[config.mk]
export PLATFORM = sky130hd
export DESIGN_NAME = clockdiv_prog_flat
export DESIGN_NICKNAME = d
export VERILOG_FILES = /design/src/rtl/clockdiv_prog_if.sv /design/src/rtl/clockdiv_prog.sv /design/src/flat_wrapper.sv
export SDC_FILE = /design/constraint.sdc
export NUM_CORES = 1
export LEC_CHECK = 0
export CAP_MARGIN = 30
export CORE_UTILIZATION = 55
export DETAILED_ROUTE_END_ITERATION = 10
export PLACE_DENSITY_LB_ADDON = 0.1
export SLEW_MARGIN = 20
export SYNTH_ARGS = -nofsm -noshare
export SYNTH_HDL_FRONTEND = slang
export SYNTH_SLANG_ARGS = --single-unit
[constraint.sdc]
create_clock -name clk -period 7.6 [get_ports clk]
set_input_delay 2.28 -clock clk [delete_from_list [all_inputs] [get_ports clk]]
set_output_delay 2.28 -clock clk [all_outputs]
set_load 0.1 [all_outputs]
[src/rtl/clockdiv_prog_if.sv]
// Bus between a programmable tick divider and its user: enable, divisor load
// strobe/value, and the tick, square wave and divisor status coming back.
interface clockdiv_prog_if #(
    parameter int WIDTH = 20
) ();
    logic             en;
    logic [WIDTH-1:0] div_in;
    logic             div_wr;
    logic             div_busy;
    logic [WIDTH-1:0] cur_div;
    logic             tick;
    logic             sq_out;

    modport master (
        output en, div_in, div_wr,
        input  div_busy, cur_div, tick, sq_out
    );

    modport slave (
        input  en, div_in, div_wr,
        output div_busy, cur_div, tick, sq_out
    );
endinterface

[src/rtl/clockdiv_prog.sv]
// Runtime-programmable tick / square-wave divider; new divisors take effect at a wrap.
// Optional synchronous phase restart input enabled by defining CLKDIV_PROG_RESTART_EN.
module clockdiv_prog #(
    parameter int WIDTH   = 20,
    parameter int DIV_RST = 1000000
) (
    input  logic                 clk,
    input  logic                 rst,
`ifdef CLKDIV_PROG_RESTART_EN
    input  logic                 restart,
`endif
    clockdiv_prog_if.slave       bus
);
    localparam logic [WIDTH-1:0] DIV_RST_W = WIDTH'(DIV_RST);
    localparam logic [WIDTH-1:0] ONE_W     = WIDTH'(1);

    logic [WIDTH-1:0] cnt_q, cnt_d;
    logic [WIDTH-1:0] cur_div_q, cur_div_d;
    logic [WIDTH-1:0] pend_q, pend_d;
    logic             busy_q, busy_d;
    logic             tick_q, tick_d;
    logic             sq_q, sq_d;
    logic             wrap;
    logic [WIDTH-1:0] wr_val;

    always_comb begin
        cnt_d     = cnt_q;
        cur_div_d = cur_div_q;
        pend_d    = pend_q;
        busy_d    = busy_q;
        sq_d      = sq_q;

        wrap   = bus.en && (cnt_q == (cur_div_q - ONE_W));
        wr_val = (bus.div_in == '0) ? ONE_W : bus.div_in;
        tick_d = wrap;

        if (wrap) begin
            cnt_d = '0;
            sq_d  = ~sq_q;
            // Swap divisors only here so the running period is never cut short or stretched.
            if (busy_q) begin
                cur_div_d = pend_q;
                busy_d    = 1'b0;
            end
        end else if (bus.en) begin
            cnt_d = cnt_q + ONE_W;
        end

`ifdef CLKDIV_PROG_RESTART_EN
        if (restart) begin
            cnt_d     = '0;
            tick_d    = 1'b0;
            sq_d      = 1'b0;
            // pend_q equals cur_div_q whenever nothing is pending, so this is always safe.
            cur_div_d = pend_q;
            busy_d    = 1'b0;
        end
`endif

        // A write in the same cycle lands after any wrap/restart has consumed the old value.
        if (bus.div_wr) begin
            pend_d = wr_val;
            busy_d = 1'b1;
        end
    end

    always_ff @(posedge clk or posedge rst) begin
        if (rst) begin
            cnt_q     <= '0;
            cur_div_q <= DIV_RST_W;
            pend_q    <= DIV_RST_W;
            busy_q    <= 1'b0;
            tick_q    <= 1'b0;
            sq_q      <= 1'b0;
        end else begin
            cnt_q     <= cnt_d;
            cur_div_q <= cur_div_d;
            pend_q    <= pend_d;
            busy_q    <= busy_d;
            tick_q    <= tick_d;
            sq_q      <= sq_d;
        end
    end

    assign bus.div_busy = busy_q;
    assign bus.cur_div  = cur_div_q;
    assign bus.tick     = tick_q;
    assign bus.sq_out   = sq_q;
endmodule

[src/flat_wrapper.sv]
// flat-port wrapper written by rule: the top's interface ports become plain ports
module clockdiv_prog_flat 
#(
    parameter int WIDTH   = 20,
    parameter int DIV_RST = 1000000
)
  (clk, rst, bus_en, bus_div_in, bus_div_wr, bus_div_busy, bus_cur_div, bus_tick, bus_sq_out);
  clockdiv_prog_if #(.WIDTH(WIDTH)) bus_i ();
  input  logic clk;
  input  logic rst;
  input wire logic [$bits(bus_i.en)-1:0] bus_en;
  input wire logic [$bits(bus_i.div_in)-1:0] bus_div_in;
  input wire logic [$bits(bus_i.div_wr)-1:0] bus_div_wr;
  output wire logic [$bits(bus_i.div_busy)-1:0] bus_div_busy;
  output wire logic [$bits(bus_i.cur_div)-1:0] bus_cur_div;
  output wire logic [$bits(bus_i.tick)-1:0] bus_tick;
  output wire logic [$bits(bus_i.sq_out)-1:0] bus_sq_out;
  assign bus_i.en = bus_en;
  assign bus_i.div_in = bus_div_in;
  assign bus_i.div_wr = bus_div_wr;
  assign bus_div_busy = bus_i.div_busy;
  assign bus_cur_div = bus_i.cur_div;
  assign bus_tick = bus_i.tick;
  assign bus_sq_out = bus_i.sq_out;
  clockdiv_prog #(.WIDTH(WIDTH), .DIV_RST(DIV_RST)) u_core (.clk(clk), .rst(rst), .bus(bus_i));
endmodule
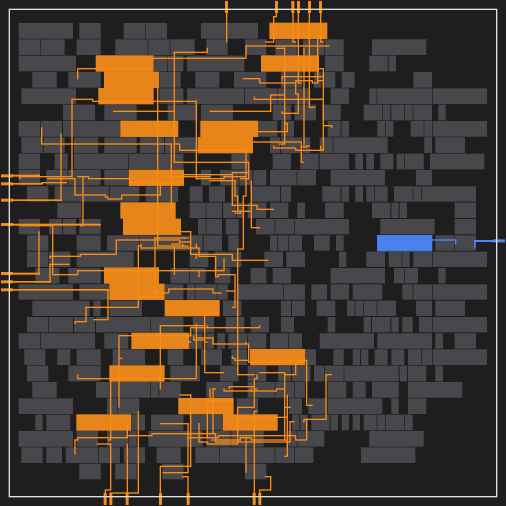
Fig. 1. I/O nets highlighted.
Drawn at 6 px/um.
port	colour	bits	direction	end cells	buffers	wire
`bus_tick`	blue	1	output	1	1	9.00 um
`bus_cur_div`	orange	20	output	20	20	1330 um

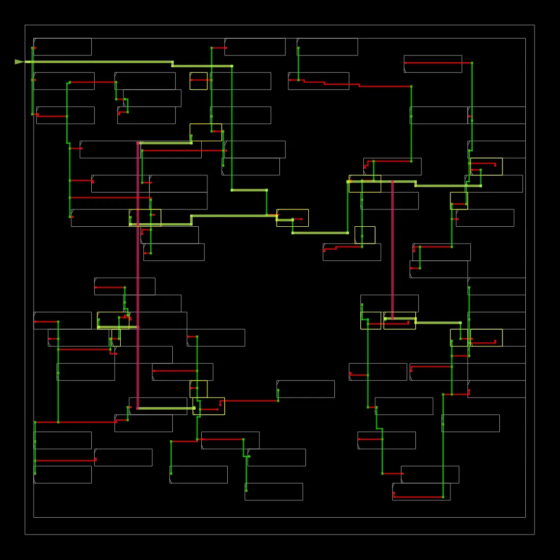
Fig. 2. Clock wiring as the flow saved it.
clock-net power: 0.256 mW
total CTS buffers: 9
Clock Skew: 10.77 ps
Flops: 63

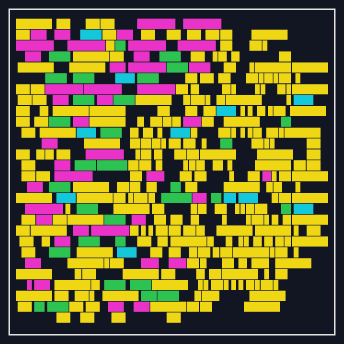
Fig. 3. Cells by drive strength.
Drawn at 4 px/um.
size	colour	cells	share
x1 and smaller	yellow	271	76%
x6 and larger	cyan	11	3.1%
x3 and x4	green	31	8.7%
x2	magenta	42	12%

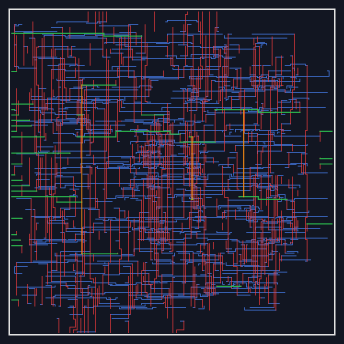
Fig. 4. Signal wires by layer.
Drawn at 4 px/um.
layer	colour	wire length
M3	green	241 um
M4	orange	79.6 um
M1	blue	3330 um
M2	red	3160 um
Routed WL: 6801 um
routed wire length per instance: 15.82 um
gr usage total: 23.97%
vias: 2392

==> results_slide.txt <==
Implementation Results

Timing
  • Max Fclk: 0.2263 GHz
  • Unrepaired setup endpoints after global routing: no
  • Slew Viols, Final: 0

Logic synthesis
  • Number of flops mapped to enable cells by yosys: 0
  • Yosys cell types: around 55
  • Chip area in the Yosys report: about 3400 um2
  • Yosys simple share: 19.39%
  • Top-area cell type share of the netlist area: 35.73%

Layout
  • Final instance area: approximately 4100 um2
  • Util after Layout: 69.52%
  • Layout cells sized above 1: a little under a quarter
  • # clk buffers: 10
  • Logic Gate Count: approximately 220
  • Layout Nets: approximately 380
  • Fillers: 445
  • Non-clk bufs: 50
  • Signal buf overhead: between 10% and 20%
  • # diodes: 0

Global routing
  • Global Route met2 Usage: between 30% and 40%
  • Vias in the first global route: ~2300
  • Most Used Layer, Global Route: met2
  • First-pass GRT wire length: about 12000 um

Outcome
  • Status: finished, final reports clean

Setup path
  • Crit end category: primary output
  • Crit path max fanout: 6
  • Bufs and invs on worst path: 1
  • FF-to-FF path depth: 10
  • Worst setup path category: reg2out

Place
  • Buffers on Ports: around 46
  • Worst slack, placed: ~3000 ps
  • Post-Place Cells: between 400 and 500

Clocking
  • # hold bufs at CTS: 0
  • Later-pin clock latency in the skew report: 350 ps
  • CTS tree: built
  • Root Driver: clkbuf_8

Job
  • Stage-log warning count: 26

Die
  • Tapcells: 75
  • Die area: 6560 um2
  • Boundary Pins: ~47

Drt
  • Drt pass-1 iters: 4

Power and ir drop
  • Max power group: sequential cells
  • Seq pwr share: 53.7%
  • Final Power: roughly 0.72 mW

Min path
  • HP Class: reg2reg
  • Hold endpoint: u_core.bus.sq_out$_DFFE_PP0P_
Power is estimated from default activity; no workload was simulated.
